File: src/rtl/serial_sub_unit.sv
// Bit-serial subtractor: diff = a - b, LSB first, one full-subtractor cell per clock.
// An IDLE/RUN/DONE controller sequences it with a start/busy/done handshake.
module serial_sub_unit #(
  parameter int WIDTH = 8
) (
  input  logic             clk,
  input  logic             reset,
  input  logic             start,
  input  logic [WIDTH-1:0] a,
  input  logic [WIDTH-1:0] b,
  output logic             busy,
  output logic             done,
  output logic [WIDTH-1:0] diff,
  output logic             borrow_out,
  output logic             overflow
);

  localparam int CW = (WIDTH > 2) ? $clog2(WIDTH) : 1;
  localparam logic [CW-1:0] LAST = CW'(WIDTH - 1);

  typedef enum logic [1:0] {
    IDLE = 2'b00,
    RUN  = 2'b01,
    DONE = 2'b10
  } state_t;

  state_t          state, next_state;
  logic [WIDTH-1:0] sa, sb, res;
  logic [CW-1:0]    cnt;
  logic             br;
  logic             a_msb, b_msb;
  logic             x, y, d, br_next;
  logic             accept, last_bit;

  assign x       = sa[0];
  assign y       = sb[0];
  assign d       = x ^ y ^ br;
  assign br_next = (~x & y) | (~(x ^ y) & br);

  assign accept   = start && ((state == IDLE) || (state == DONE));
  assign last_bit = (state == RUN) && (cnt == LAST);

  assign busy = (state == RUN);
  assign done = (state == DONE);

  always_ff @(posedge clk or posedge reset) begin
    if (reset) begin
      state <= IDLE;
    end else begin
      state <= next_state;
    end
  end

  always_comb begin
    next_state = state;
    case (state)
      IDLE:    if (start) next_state = RUN;
      RUN:     if (cnt == LAST) next_state = DONE;
      DONE:    next_state = start ? RUN : IDLE;
      default: next_state = IDLE;
    endcase
  end

  // Operand MSBs are kept aside because sa/sb are consumed by the shifting.
  always_ff @(posedge clk or posedge reset) begin
    if (reset) begin
      sa         <= '0;
      sb         <= '0;
      res        <= '0;
      cnt        <= '0;
      br         <= 1'b0;
      a_msb      <= 1'b0;
      b_msb      <= 1'b0;
      diff       <= '0;
      borrow_out <= 1'b0;
      overflow   <= 1'b0;
    end else if (accept) begin
      sa    <= a;
      sb    <= b;
      br    <= 1'b0;
      cnt   <= '0;
      a_msb <= a[WIDTH-1];
      b_msb <= b[WIDTH-1];
    end else if (state == RUN) begin
      res <= {d, res[WIDTH-1:1]};
      sa  <= {1'b0, sa[WIDTH-1:1]};
      sb  <= {1'b0, sb[WIDTH-1:1]};
      br  <= br_next;
      cnt <= cnt + CW'(1);
      if (last_bit) begin
        diff       <= {d, res[WIDTH-1:1]};
        borrow_out <= br_next;
        overflow   <= (a_msb != b_msb) && (d != a_msb);
      end
    end
  end

endmodule

File: config.mk
export PLATFORM = sky130hd
export DESIGN_NAME = serial_sub_unit
export DESIGN_NICKNAME = d
export VERILOG_FILES = /design/src/rtl/serial_sub_unit.sv
export SDC_FILE = /design/constraint.sdc
export NUM_CORES = 1
export LEC_CHECK = 0
export CORE_MARGIN = 2
export CORE_UTILIZATION = 55
export DETAILED_ROUTE_END_ITERATION = 7
export HOLD_SLACK_MARGIN = 0.12
export PLACE_DENSITY = 0.83
export SYNTH_ARGS = -nofsm -noshare
export SYNTH_HDL_FRONTEND = slang
export SYNTH_SLANG_ARGS = --single-unit
File: constraint.sdc
create_clock -name clk -period 2.8 [get_ports clk]
set_input_delay 0.56 -clock clk [delete_from_list [all_inputs] [get_ports clk]]
set_output_delay 0.56 -clock clk [all_outputs]
set_load 0.005 [all_outputs]
==> results_dict.tcl <==
# metrics dict for downstream scripts
set metrics [dict create \
    status "complete, no violations" \
    syn2layout_area_growth_pct 23.9 \
    whs_ns 0.488 \
    first_global_vias 1154 \
    yosys.area.top_type_share_pct 60.4 \
    crit_arrival_ns 1.74 \
    fin_nets 196 \
    cts_max_path_buffers 2 \
    hold_class "reg -> reg" \
    finalNonFillerCells 208 \
    drt_pre_antenna_iters 4 \
    setup_tns_ns 0 \
    r2r_cells 5 \
    crit_buf_inv 2 \
    fp_util_pct 56.6 \
    ant_nets 0 \
    die_h_um 59.6 \
    post-route-period-util_pct 82.2 \
    postCtsSetupRepairBufs 0 \
    cts_tree "yes" \
    cp-end-kind "primary output" \
    timing.critical_path.slowest_cell_delay_ns 0.51 \
    relSlewSlack_pct 51.7 \
    rrSetupSlack_ns 0.85 \
    numCtsBuffers 5 \
    yosys.area.top_type "dfrtp_1" \
    final_max_slew_viol_count 0 \
    drive_gt1_share_pct 13.1 \
    grt_max_degree 42 \
    path_class "reg -> out" \
    vias 1140 \
    path_cells "nand2b_2, inv_2, clkdlybuf4s50_1" \
    edf_count 0 \
    cp-start-kind "register" \
    ios 31 \
    grt_pass1_wl_mm 4.96 \
    min_to "res[1]" \
    drt_wl_total_mm 2.86 \
    n_fill_cell 255 \
    area_leaders "dfrtp_1, mux2_2, nand2_1" \
]
[metrics by stage]
stage	power [mW]	area [µm²]	setup WS, ns
floorplan	1.64	1700	1.25
global placement	1.91	2020	0.829
detailed placement	1.97	2020	0.804
CTS	2.37	2110	0.454
global route	2.52	2110	0.408
finish	2.33	2110	0.497
[sequential cells by signal, indices dropped and copies added (netlist names)]
| name | cells |
|---|---|
| diff | 8 |
| state | 2 |
| sa | 8 |
| sb | 8 |
| res | 7 |
| br | 1 |
| borrow_out | 1 |
| a_msb | 1 |
| cnt | 3 |
| b_msb | 1 |
| overflow | 1 |
[cells in the final DEF, fill, tap and decap left out]
cell type        count
a21o_1               6
a21oi_1              1
a221o_1              1
a22o_1              10
buf_4                3
bufinv_16            1
clkbuf_1             1
clkbuf_4             5
clkbuf_8             1
clkdlybuf4s50_1     30
dfrtp_1             41
fa_1                 1
ha_1                 2
inv_1                4
inv_2                1
mux2_2              11
mux2i_1              7
nand2_1             30
nand2b_2             1
nand3b_1             1
nor2_1               1
nor2b_1              3
nor3_1               1
nor3b_1              1
o21ai_0              9
o21bai_1             1
o2bb2ai_1            1
[per-layer routing]
| metal | GRT usage [%] | share of wire, % | vias to the layer above |
|---|---|---|---|
| li1 | - | - | 551 |
| met1 | 22.3 | 44 | 552 |
| met2 | 33.1 | 49 | 33 |
| met3 | 6.55 | 5.0 | 4 |
| met4 | 5.71 | 1.0 | 0 |
| met5 | 0 | 0 | - |
[worst register-to-register path: stages, from the launching register on]
cell and delay (ns):
dfrtp_1 0.44, nand2b_2 0.28, inv_2 0.10, buf_4 0.23, nor2_1 0.58, mux2_2 0.28
[how the worst max path moves through the flow]
stage	slack, ns	endpoint	depth (start not counted)
6_report	0.50	busy	3
4_1_cts	0.45	busy	3
3_5_place_dp	0.80	cnt[0]	4
2_1_floorplan	1.25	diff[0]	5
3_3_place_gp	0.83	cnt[0]	4
5_1_grt	0.41	busy	3
[cell families after synthesis]
family | synth area share (%)
flip-flops | 60.4
AND/OR/NAND/NOR | 9.65
AND-OR/OR-AND | 12.3
multiplexers | 11.4
buffers and inverters | 3.61
adder cells (fa/ha/maj) | 2.65
[area by class of cell]
class | count | area [µm²] | share of cell area [%]
repair buffers | 33 | 323 | 15.3
multi-input cells | 88 | 612 | 29.1
clock inverters | 1 | 30.0 | 1.43
flip-flops and latches | 41 | 1030 | 48.7
well taps | 33 | 41.3 | 1.96
clock buffers | 7 | 55.1 | 2.61
inverters | 5 | 18.8 | 0.891
[where the power goes]
part	switching [mW]	internal, mW
Clock	0.188	0.213
Sequential	0.156	0.864
Combinational	0.408	0.503
Total	0.752	1.58
Fig. 1: the clock network
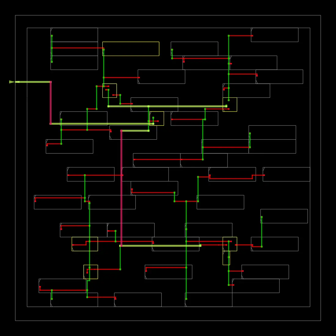
# clk buffers: 7
Flops: 41
clk_lat worst skew: 0.35 ns
skew final: 0.0103 ns

Fig. 2: signal wires by layer
Only two layers are drawn.
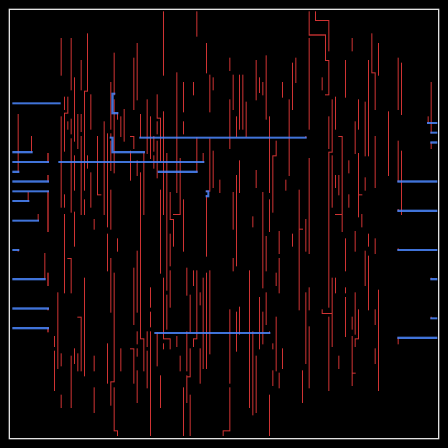
layer	colour	wire length
M3	blue	145 µm
M2	red	1,420 µm

Fig. 3: register map, names as in the netlist
The bar under the picture is 20 µm long. Other sequential cells in the stronger grey, the rest of the logic in the fainter grey.
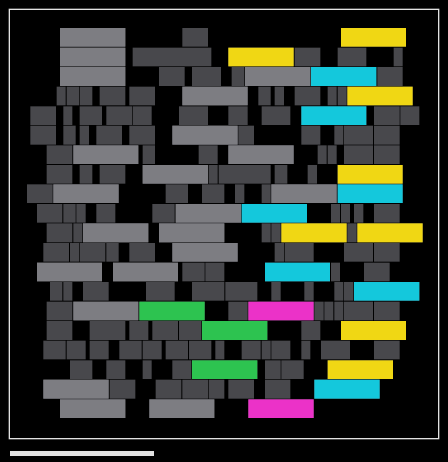
signal	colour	flops
`res`	cyan	7
`diff`	yellow	8
`state`	magenta	2
`cnt`	green	3
not coloured	21
Finished Core Util: 70.1%
Seq/total area: 48.7%
FF/Latch Area: 1030 µm²
sequential cell power: 1.02 mW

Power and IR drop assume default switching activity.
